$ cat src/rtl/neuron_sched_pkg.sv
// Shared types and helpers for the neuron layer scheduler.
// Holds the FSM state enum, default widths and the address-width helper.
package neuron_sched_pkg;

   localparam int DEF_DATA_WIDTH  = 16;
   localparam int DEF_INPUT_WIDTH = 10;

   typedef enum logic [1:0] {
      IDLE,
      ISSUE,
      DRAIN,
      DONE
   } sched_state_t;

   function automatic int addr_w(input int n);
      return (n <= 1) ? 1 : $clog2(n);
   endfunction

endpackage

$ cat src/rtl/sched_result_buf.sv
// In-order layer result buffer: indexed write, write counter, full flag.
// The counter saturates at NUM_NEURONS; writes beyond that are dropped.
module sched_result_buf
   import neuron_sched_pkg::*;
#(
   parameter int DATA_WIDTH  = DEF_DATA_WIDTH,
   parameter int NUM_NEURONS = 8,
   parameter int CNT_W       = $clog2(NUM_NEURONS + 1)
) (
   input  logic                         clk,
   input  logic                         rst,
   input  logic                         clr,
   input  logic                         wr_en,
   input  logic signed [DATA_WIDTH-1:0] wr_data,
   output logic [CNT_W-1:0]             cnt,
   output logic                         full,
   output logic signed [DATA_WIDTH-1:0] layer_out [NUM_NEURONS]
);

   localparam int IDX_W = addr_w(NUM_NEURONS);
   localparam logic [CNT_W-1:0] LAST = CNT_W'(NUM_NEURONS);

   assign full = (cnt == LAST);

   // store each accepted result at the next slot and advance the count
   always_ff @(posedge clk or posedge rst) begin
      if (rst) begin
         cnt <= '0;
         for (int i = 0; i < NUM_NEURONS; i++) begin
            layer_out[i] <= '0;
         end
      end else if (clr) begin
         cnt <= '0;
      end else if (wr_en && !full) begin
         layer_out[IDX_W'(cnt)] <= wr_data;
         cnt <= cnt + CNT_W'(1);
      end
   end

endmodule

$ cat src/rtl/neuron_layer_scheduler.sv
// Sequences one shared neuron datapath across all outputs of a layer.
// Optional drain watchdog and error flag: define NEURON_SCHED_WDOG_EN.
module neuron_layer_scheduler
   import neuron_sched_pkg::*;
#(
   parameter int INPUT_WIDTH    = DEF_INPUT_WIDTH,
   parameter int DATA_WIDTH     = DEF_DATA_WIDTH,
   parameter int NUM_NEURONS    = 8,
   parameter int TIMEOUT_CYCLES = 64,
   localparam int ADDR_W        = addr_w(NUM_NEURONS)
) (
   input  logic                         clk,
   input  logic                         rst,
   input  logic                         start,
   input  logic signed [DATA_WIDTH-1:0] act_in [INPUT_WIDTH],
   output logic                         busy,
   output logic                         done,
   output logic                         err,
   output logic                         w_rd_en,
   output logic [ADDR_W-1:0]            w_rd_addr,
   input  logic signed [DATA_WIDTH-1:0] w_rd_data [INPUT_WIDTH],
   input  logic signed [DATA_WIDTH-1:0] b_rd_data,
   output logic                         dp_valid_in,
   output logic signed [DATA_WIDTH-1:0] dp_a [INPUT_WIDTH],
   output logic signed [DATA_WIDTH-1:0] dp_w [INPUT_WIDTH],
   output logic signed [DATA_WIDTH-1:0] dp_bias,
   input  logic                         dp_valid_out,
   input  logic signed [DATA_WIDTH-1:0] dp_result,
   output logic signed [DATA_WIDTH-1:0] layer_out [NUM_NEURONS],
   output logic                         layer_valid
);

   localparam int CNT_W = $clog2(NUM_NEURONS + 1);
   localparam logic [CNT_W-1:0] N_CNT = CNT_W'(NUM_NEURONS);

   sched_state_t state;
   logic [CNT_W-1:0] iss_cnt;
   logic [CNT_W-1:0] rcv_cnt;
   logic buf_full;
   logic accept;
   logic capture;
   logic rcv_last;
   logic wd_fire;
   logic signed [DATA_WIDTH-1:0] act_q [INPUT_WIDTH];

   assign busy    = (state != IDLE);
   assign accept  = (state == IDLE) && start;
   assign capture = dp_valid_out && !buf_full
                    && (state == ISSUE || state == DRAIN);
   assign rcv_last = (rcv_cnt == N_CNT)
                     || (capture && rcv_cnt == N_CNT - CNT_W'(1));

   assign dp_a    = act_q;
   assign dp_w    = w_rd_data;
   assign dp_bias = b_rd_data;

   sched_result_buf #(
      .DATA_WIDTH  (DATA_WIDTH),
      .NUM_NEURONS (NUM_NEURONS),
      .CNT_W       (CNT_W)
   ) u_buf (
      .clk       (clk),
      .rst       (rst),
      .clr       (accept),
      .wr_en     (capture),
      .wr_data   (dp_result),
      .cnt       (rcv_cnt),
      .full      (buf_full),
      .layer_out (layer_out)
   );

`ifdef NEURON_SCHED_WDOG_EN
   localparam int WD_W = $clog2(TIMEOUT_CYCLES + 1);
   localparam logic [WD_W-1:0] WD_LAST = WD_W'(TIMEOUT_CYCLES - 1);

   logic [WD_W-1:0] idle_cnt;
   logic strobe_ign;

   assign strobe_ign = dp_valid_out && !capture;
   assign wd_fire = (state == DRAIN) && !dp_valid_out
                    && (idle_cnt == WD_LAST);

   // count silent drain cycles; flag timeouts and stray strobes
   always_ff @(posedge clk or posedge rst) begin
      if (rst) begin
         idle_cnt <= '0;
         err      <= 1'b0;
      end else begin
         if (state != DRAIN || dp_valid_out || wd_fire) begin
            idle_cnt <= '0;
         end else begin
            idle_cnt <= idle_cnt + WD_W'(1);
         end
         if (strobe_ign || wd_fire) begin
            err <= 1'b1;
         end else if (accept) begin
            err <= 1'b0;
         end
      end
   end
`else
   logic unused_tmo;

   assign unused_tmo = (TIMEOUT_CYCLES > 0);
   assign wd_fire    = 1'b0;
   assign err        = 1'b0;
`endif

   // main sequencer: issue reads back-to-back, then wait for results
   always_ff @(posedge clk or posedge rst) begin
      if (rst) begin
         state       <= IDLE;
         iss_cnt     <= '0;
         w_rd_en     <= 1'b0;
         w_rd_addr   <= '0;
         dp_valid_in <= 1'b0;
         done        <= 1'b0;
         layer_valid <= 1'b0;
         for (int i = 0; i < INPUT_WIDTH; i++) begin
            act_q[i] <= '0;
         end
      end else begin
         dp_valid_in <= w_rd_en;
         done        <= 1'b0;
         unique case (state)
            IDLE: begin
               if (start) begin
                  act_q       <= act_in;
                  layer_valid <= 1'b0;
                  w_rd_en     <= 1'b1;
                  w_rd_addr   <= '0;
                  iss_cnt     <= CNT_W'(1);
                  state       <= ISSUE;
               end
            end
            ISSUE: begin
               if (iss_cnt == N_CNT) begin
                  w_rd_en <= 1'b0;
                  state   <= DRAIN;
               end else begin
                  w_rd_addr <= ADDR_W'(iss_cnt);
                  iss_cnt   <= iss_cnt + CNT_W'(1);
               end
            end
            DRAIN: begin
               if (rcv_last) begin
                  done        <= 1'b1;
                  layer_valid <= 1'b1;
                  state       <= DONE;
               end else if (wd_fire) begin
                  done  <= 1'b1;
                  state <= DONE;
               end
            end
            DONE: begin
               state <= IDLE;
            end
            default: begin
               state <= IDLE;
            end
         endcase
      end
   end

endmodule

$ cat config.mk
export PLATFORM = sky130hd
export DESIGN_NAME = neuron_layer_scheduler
export DESIGN_NICKNAME = d
export VERILOG_FILES = /design/src/rtl/neuron_sched_pkg.sv /design/src/rtl/sched_result_buf.sv /design/src/rtl/neuron_layer_scheduler.sv
export SDC_FILE = /design/constraint.sdc
export NUM_CORES = 1
export LEC_CHECK = 0
export CAP_MARGIN = 20
export CORE_AREA = 2 2 325 327
export DETAILED_ROUTE_END_ITERATION = 6
export DIE_AREA = 0 0 327 329
export PLACE_DENSITY = 0.42
export SYNTH_ARGS = -nofsm -noshare
export SYNTH_HDL_FRONTEND = slang
export SYNTH_SLANG_ARGS = --single-unit
$ cat constraint.sdc
create_clock -name clk -period 11.2 [get_ports clk]
set_input_delay 1.12 -clock clk [delete_from_list [all_inputs] [get_ports clk]]
set_output_delay 1.12 -clock clk [all_outputs]
set_load 0.02 [all_outputs]
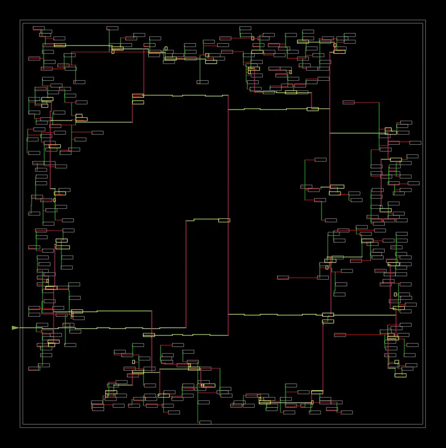
run_1/clocks.png
flop count: 305
Clk. pwr: 1250 µW
Worst Skew: 0.01638 ns

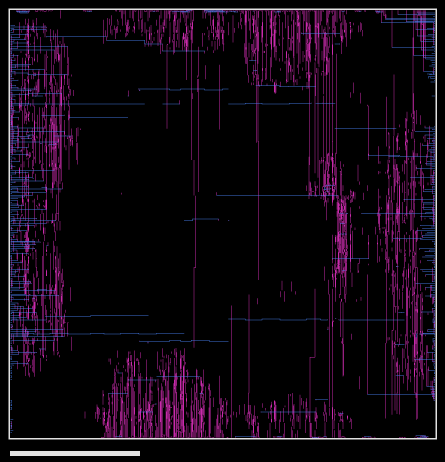
run_1/wires.png
Bar = 100 µm. Two of the layers only.
[metal 2] magenta | wire length: 21.5 mm
[metal 3] blue | wire length: 4,600 µm
Post-Route WL: 45,770 µm
DR WL/cell: 15.48 µm
Total Routing Usage GR: 8.295%
via count: 9,551

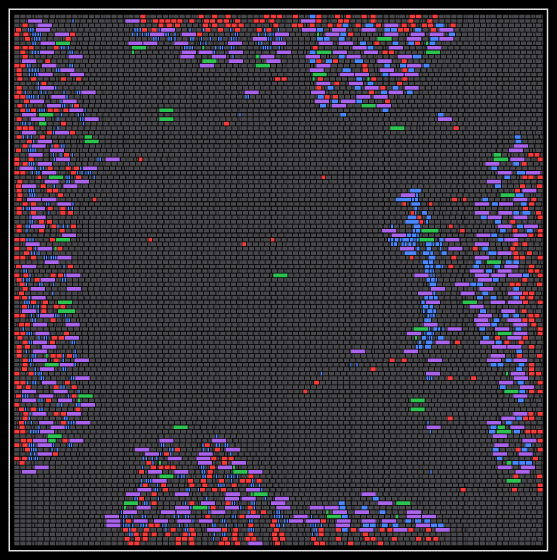
run_1/placement_by_type.png
Fill, decap, tap and diode cells in grey.
[other buffers and delay cells] red | cells: 491
[combinational and other logic] blue | cells: 702
[flops] purple | cells: 305
[clock drivers and dummy loads] green | cells: 67
fin area: 19,510 µm²
Final Util: 18.69%

==> results.yml, run 1 <==
# generated from flow reports
synthesis:
  yosys_warnings: 0
  syn_area_um2: 13190
  yosysChipArea_um2: 13190
  yosysSeqAreaShare_pct: 57.85
  edf_count: 0
  syn_inst: 1234
  ys.flop_type: "dfrtp_1"
  yosys-stat-cells: 1234
  synth_top_area_share_pct: 57.85
  ys.flops: 305
  fp_nets: 1597
  synth.most_common_cell: "nand2_1"
  common_cells: "nand2_1, dfrtp_1, buf_4, mux2_2, clkbuf_1"
  top_area_cell: "dfrtp_1"
  topCellsByArea: "dfrtp_1, nand2_1, buf_4"
  syn_avg_cell_area_um2: 10.69
  async_reset_ff_share_pct: 100.0
  synth.distinct_cells: 47
layout:
  nets: 1902
  antenna_cells: 0
  drive_gt1_share_pct: 13.93
  area.growth.synth_to_final_pct: 47.89
  num-fill-cells: 11420
  final_cells: 2956
placement:
  dp_slack_ns: 7.162
  hpwl_um: 33500
  dp.cells: 2889
  place_area_um2: 18260
  gp_congestion: 0.7394
  place.port_buffers: 475
worst_setup_path:
  worstSetupEndpoint: "dp_a[58]$_DFFE_PP0P_"
  slowest_delay_ns: 0.65
  cp-startpoint: "start"
  cp_top_family: "buffers and inverters"
  r2r_setup_slack_ns: 8.31
  path_class: "input port to register"
  path_buffers: 3
  reg2reg_depth: 7
  worstSetupEndpointType: "register"
  cp-start-kind: "input port"
  r2r-end: "dp_a[58]$_DFFE_PP0P_"
  reg2reg_from: "state[1]$_DFFE_PP0P_"
  path_depth: 6
  required_ns: 11.70
  crit_chain: "clkdlybuf4s50_1 > nand2_4 > buf_4 > buf_4 > nand2_1 > nand2_1"
  worstPathArrival_ns: 3.83
  path_max_fanout: 64
  cp_slowest_cell: "buf_4"
routing:
  viasPerCell: 3.231
  drtIter0Drc: 278
  drt_pass1_iterations: 4
  drc: 0
  ant_nets: 0
die:
  die_h_um: 329
  fp_util_pct: 12.64
  ios: 829
  chip_area_um2: 107600
  core-area_um2: 104400
  rows: 119
  die_w_um: 327
run_status:
  status: "finished, final reports clean"
clocking:
  clk_pin_slew_ns: 0.05
  cts_tree: "yes"
  cts-htree-levels: 2
  clk_path_buf_depth: 3
  clock-sinks: 305
  ctsHoldBuffers: 0
  postCtsSetupRepairBufs: 0
  cts_root_buffer: "clkbuf_16"
  clock_latency_ns: 0.57
  numCtsBuffers: 39
  cts_resized: 0
final_timing:
  fin_crit_ns: 3.324
  rsz0062_at_grt: "no"
  max_freq_mhz: 300.8
  fin_crit_sh_pct: 29.68
  setup_tns_ns: 0
  drv_slew: 0
  fin_ws_ns: 7.876
  hold_viol: 0
  setup_viol: 0
  worst_slew_pin_slew_ns: 0.9016
  relSlewSlack_pct: 39.89
  hold_ws_ns: 0.4712
pwr:
  p_leak_uw: 0.008664
  pg_comb_uw: 2510
  pwr-share-seq_pct: 33.5
  top_power_group: "combinational cells"
  p_per_area_nw_per_um2: 289.0
  p_comb_share_pct: 44.5
  p_sw_uw: 2132
  ir_drop_mv: 0.1149
  p_sw_share_pct: 37.82
  cell_internal_pwr_uw: 3505
  power_uw: 5638
  power_frac_clock_pct: 22.1
  seq-power_uw: 1890
global_route:
  grt_pass1_wl_um: 67250
  grt-ovfl-total: 0
  grt_pass1_vias: 10210
  antenna_found_initial: 1
  grt_max_degree: 103
hold_path:
  min_path_cells: 2
  hp-start: "dp_a[39]$_DFFE_PP0P_"
  min_to: "dp_a[39]$_DFFE_PP0P_"
  hold_path_class: "register to register"
flow_run:
  tool_warnings: 32
  cap_violations: 0
run 1: tightest hold or removal path: cells and delay by family, from the launching register on:
kind	cells	cell delay, ns
and+or+nand+nor	2	0.11
DFF	1	0.33
run 1: metal layers:
layer	up-vias	global-route usage [%]	part of all wire, %
met5	-	0	0.028
met3	139	3.691	10
met2	457	13.43	47
met1	4582	9.153	38
li1	4371	-	-
met4	2	4.418	5.0
run 1: cell families after synthesis:
group / count (synthesis) / share of synthesized area [%]
AND/OR/NAND/NOR: 514 / 15.53
flip-flops: 305 / 57.85
multiplexers: 134 / 11.68
other: 1 / 0.02842
buffers and inverters: 238 / 12.24
AND-OR/OR-AND: 35 / 2.001
adder cells (fa/ha/maj): 7 / 0.6639
run 1: layout by cell type (no fill, tap or decap), drive strengths merged, types with 2 or more instances in the layout:
cell type / n
or3: 2
and3b: 2
mux2: 130
clkinv: 11
dfrtp: 305
clkbuf: 52
clkdlybuf4s50: 475
o21ai: 10
nand4b: 2
nor3: 3
nor2: 5
or4: 2
ha: 7
mux2i: 4
o2111ai: 2
o31ai: 4
a21oi: 7
inv: 12
buf: 16
nand4: 2
nand2: 485
bufinv: 2
nand3: 2
and2: 2
run 1: registers in the layout, indices dropped and copies added (netlist names), 2 cells and up:
name	cells
state	2
dp_a	160
u_buf.layer_out	128
iss_cnt	4
w_rd_addr	3
u_buf.cnt	4
run 1: cell type report:
type / instances / area [µm²] / area share (%)
Timing Repair Buffer: 491 / 4875 / 24.99
Multi-Input combinational cell: 691 / 3965 / 20.32
Clock inverter: 15 / 131.4 / 0.6734
Inverter: 11 / 48.80 / 0.2501
Tap cell: 1391 / 1740 / 8.921
Clock buffer: 52 / 1117 / 5.727
Sequential cell: 305 / 7632 / 39.12
==> run 1 -> run 2 <==
--- a/config.mk
+++ b/config.mk
@@ -6,10 +6,10 @@
 export NUM_CORES = 1
 export LEC_CHECK = 0
 export CAP_MARGIN = 20
-export CORE_AREA = 2 2 325 327
+export CORE_AREA = 2 2 320 322
 export DETAILED_ROUTE_END_ITERATION = 6
-export DIE_AREA = 0 0 327 329
-export PLACE_DENSITY = 0.42
+export DIE_AREA = 0 0 322 324
+export PLACE_DENSITY = 0.44
 export SYNTH_ARGS = -nofsm -noshare
 export SYNTH_HDL_FRONTEND = slang
 export SYNTH_SLANG_ARGS = --single-unit
==> constraint.sdc (replaced) <==
create_clock -name clk -period 2.8 [get_ports clk]
set_input_delay 0.28 -clock clk [delete_from_list [all_inputs] [get_ports clk]]
set_output_delay 0.28 -clock clk [all_outputs]
set_load 0.02 [all_outputs]
==> results.yml, run 2 <==
# generated from flow reports
run_status:
  status: "finished, final reports clean"
placement:
  gp_congestion: 0.7559
  place.port_buffers: 475
  dp.cells: 2833
  place_area_um2: 18450
die:
  ios: 829
  die_w_um: 322
  chip_area_um2: 104300
  die_h_um: 324
synthesis:
  simple_gate_share_pct: 15.53
  ys.flop_type: "dfrtp_1"
  yosysSeqAreaShare_pct: 57.85
  common_cells: "nand2_1, dfrtp_1, buf_4, mux2_2, clkbuf_1"
  yosys_warnings: 0
  edf_count: 0
  fp_nets: 1597
  synth_top_area_share_pct: 57.85
  mux_share_pct: 11.68
  ys_top_logic_family: "simple AND/OR/NAND/NOR gates"
  synth.most_common_cell: "nand2_1"
  synthAdderAreaFrac_pct: 0.6639
  syn_area_um2: 13190
  yosys-stat-cells: 1234
  syn_avg_cell_area_um2: 10.69
  ys.flops: 305
  aoi_share_pct: 2.001
  ys_sh_xor_pct: 0
  topCellsByArea: "dfrtp_1, nand2_1, buf_4"
worst_setup_path:
  required_ns: 2.52
  r2r-end: "u_buf.layer_out[101]$_DFFE_PP0P_"
  worstPathArrival_ns: 2.20
  worstSetupEndpointType: "output pin"
  r2r_setup_slack_ns: 0.38
  reg2reg_from: "u_buf.cnt[0]$_DFFE_PP0P_"
hold_path:
  hold_path_class: "input port to asynchronous set/reset pin"
global_route:
  grt_max_degree: 87
  grt_pass1_vias: 10420
  grt-ovfl-total: 0
  grtUsageMet3_pct: 3.958
  top_usage_layer: "met2"
  grt_pass1_wl_um: 68270
final_timing:
  setup_viol: 0
  hold_viol: 0
  drv_slew: 0
  fin_crit_ns: 2.480
  fin_crit_sh_pct: 88.58
layout:
  seq_area_um2: 7632
  largest_reg_flops: 160
  lay_top_count: "nand2_1"
routing:
  drt_pass1_iterations: 4
  wl_met2_um: 22250
  drc: 0
  top_layer: "met5"
  drtIter0Drc: 398
clocking:
  cts_root_buffer: "clkbuf_16"
  cts-htree-levels: 2
  clock-sinks: 305
  postCtsSetupRepairBufs: 0
  cts_tree: "yes"
  ctsHoldBuffers: 0
pwr:
  power_uw: 22910
flow_run:
  cap_violations: 0
[run 2: worst max path at each step]
stage | cells past startpoint | startpoint | slack, ns | to
after floorplan | 1 | rst | -1.54 | done$_DFF_PP0_
after CTS | 4 | state[0]$_DFFE_PP0P_ | 0.25 | busy
final | 4 | state[0]$_DFFE_PP0P_ | 0.32 | busy
after global placement | 5 | start | 0.45 | u_buf.layer_out[91]$_DFFE_PP0P_
after global routing | 4 | state[0]$_DFFE_PP0P_ | 0.14 | busy
after detailed placement | 6 | u_buf.cnt[0]$_DFFE_PP0P_ | 0.37 | u_buf.layer_out[108]$_DFFE_PP0P_
[run 2: cells by family after synthesis]
kind of cell               after synthesis
buffers and inverters                  238
AOI/OAI and AO/OA                       35
muxes                                  134
DFF                                    305
other                                    1
adders and majority gates                7
and+or+nand+nor                        514
[run 2: where the power goes]
part | leakage [µW] | switching, µW | internal, µW | total (µW)
logic | 0.00431 | 5370 | 4820 | 10200
clock network | 0.000645 | 2060 | 3130 | 5190
registers | 0.00389 | 1200 | 6330 | 7530
total | 0.00884 | 8620 | 14300 | 22900
[run 2: per-stage QoR]
step           TNS (ns)  worst slack, ns  util, %
2_1_floorplan   -468.78           -1.537        -
3_3_place_gp          0           0.4534    18.27
3_5_place_dp          0           0.3716    18.27
4_1_cts               0           0.2543    19.57
5_1_grt               0           0.1441    19.57
6_report              0           0.3198    19.57
[run 2: area by class of cell]
class	instances	share of cell area, %
diodes	1	0.01266
clock buffers	58	5.818
clock inverters	14	0.8229
inverters	11	0.2279
multi-input cells	691	20.06
flip-flops and latches	305	38.61
well taps	1309	8.286
repair buffers	517	26.16
[run 2: worst max-delay path, cell delays in order, from the launching register on]
cell and delay (ns):
dfrtp_1 0.37, inv_1 0.14, ha_1 0.40, inv_1 0.12, clkdlybuf4s50_1 0.61
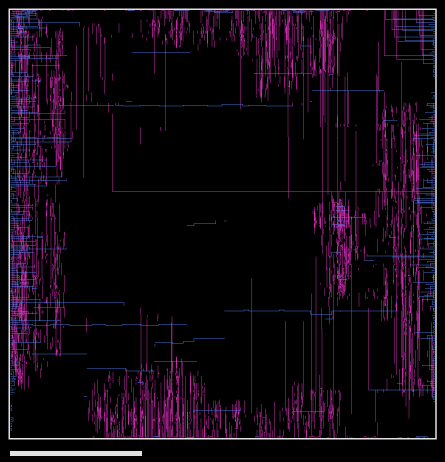
run_2/wires.png
Bar = 100 µm. Two of the layers only.
[metal 2] magenta | wire length: 22.2 mm
[metal 3] blue | wire length: 4,870 µm
DR WL/cell: 16.13 µm
Total Routing Usage GR: 8.744%

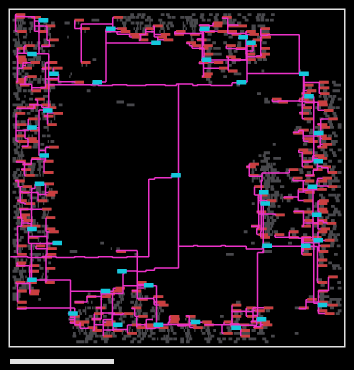
run_2/clk_routes.png
Bar = 100 µm.
[flip-flops] red | count: 305
[clock drivers] cyan | count: 40
[clock wires] magenta | length: 5,390 µm
flops lie: all over the die
routed clock nets: 41
worst skew pair latency: 0.58 ns
Worst Skew: 0.01718 ns
clock power share: 22.7%
Clk. pwr: 5190 µW

Power figures rest on the tool's default switching activity, not on a simulated workload.
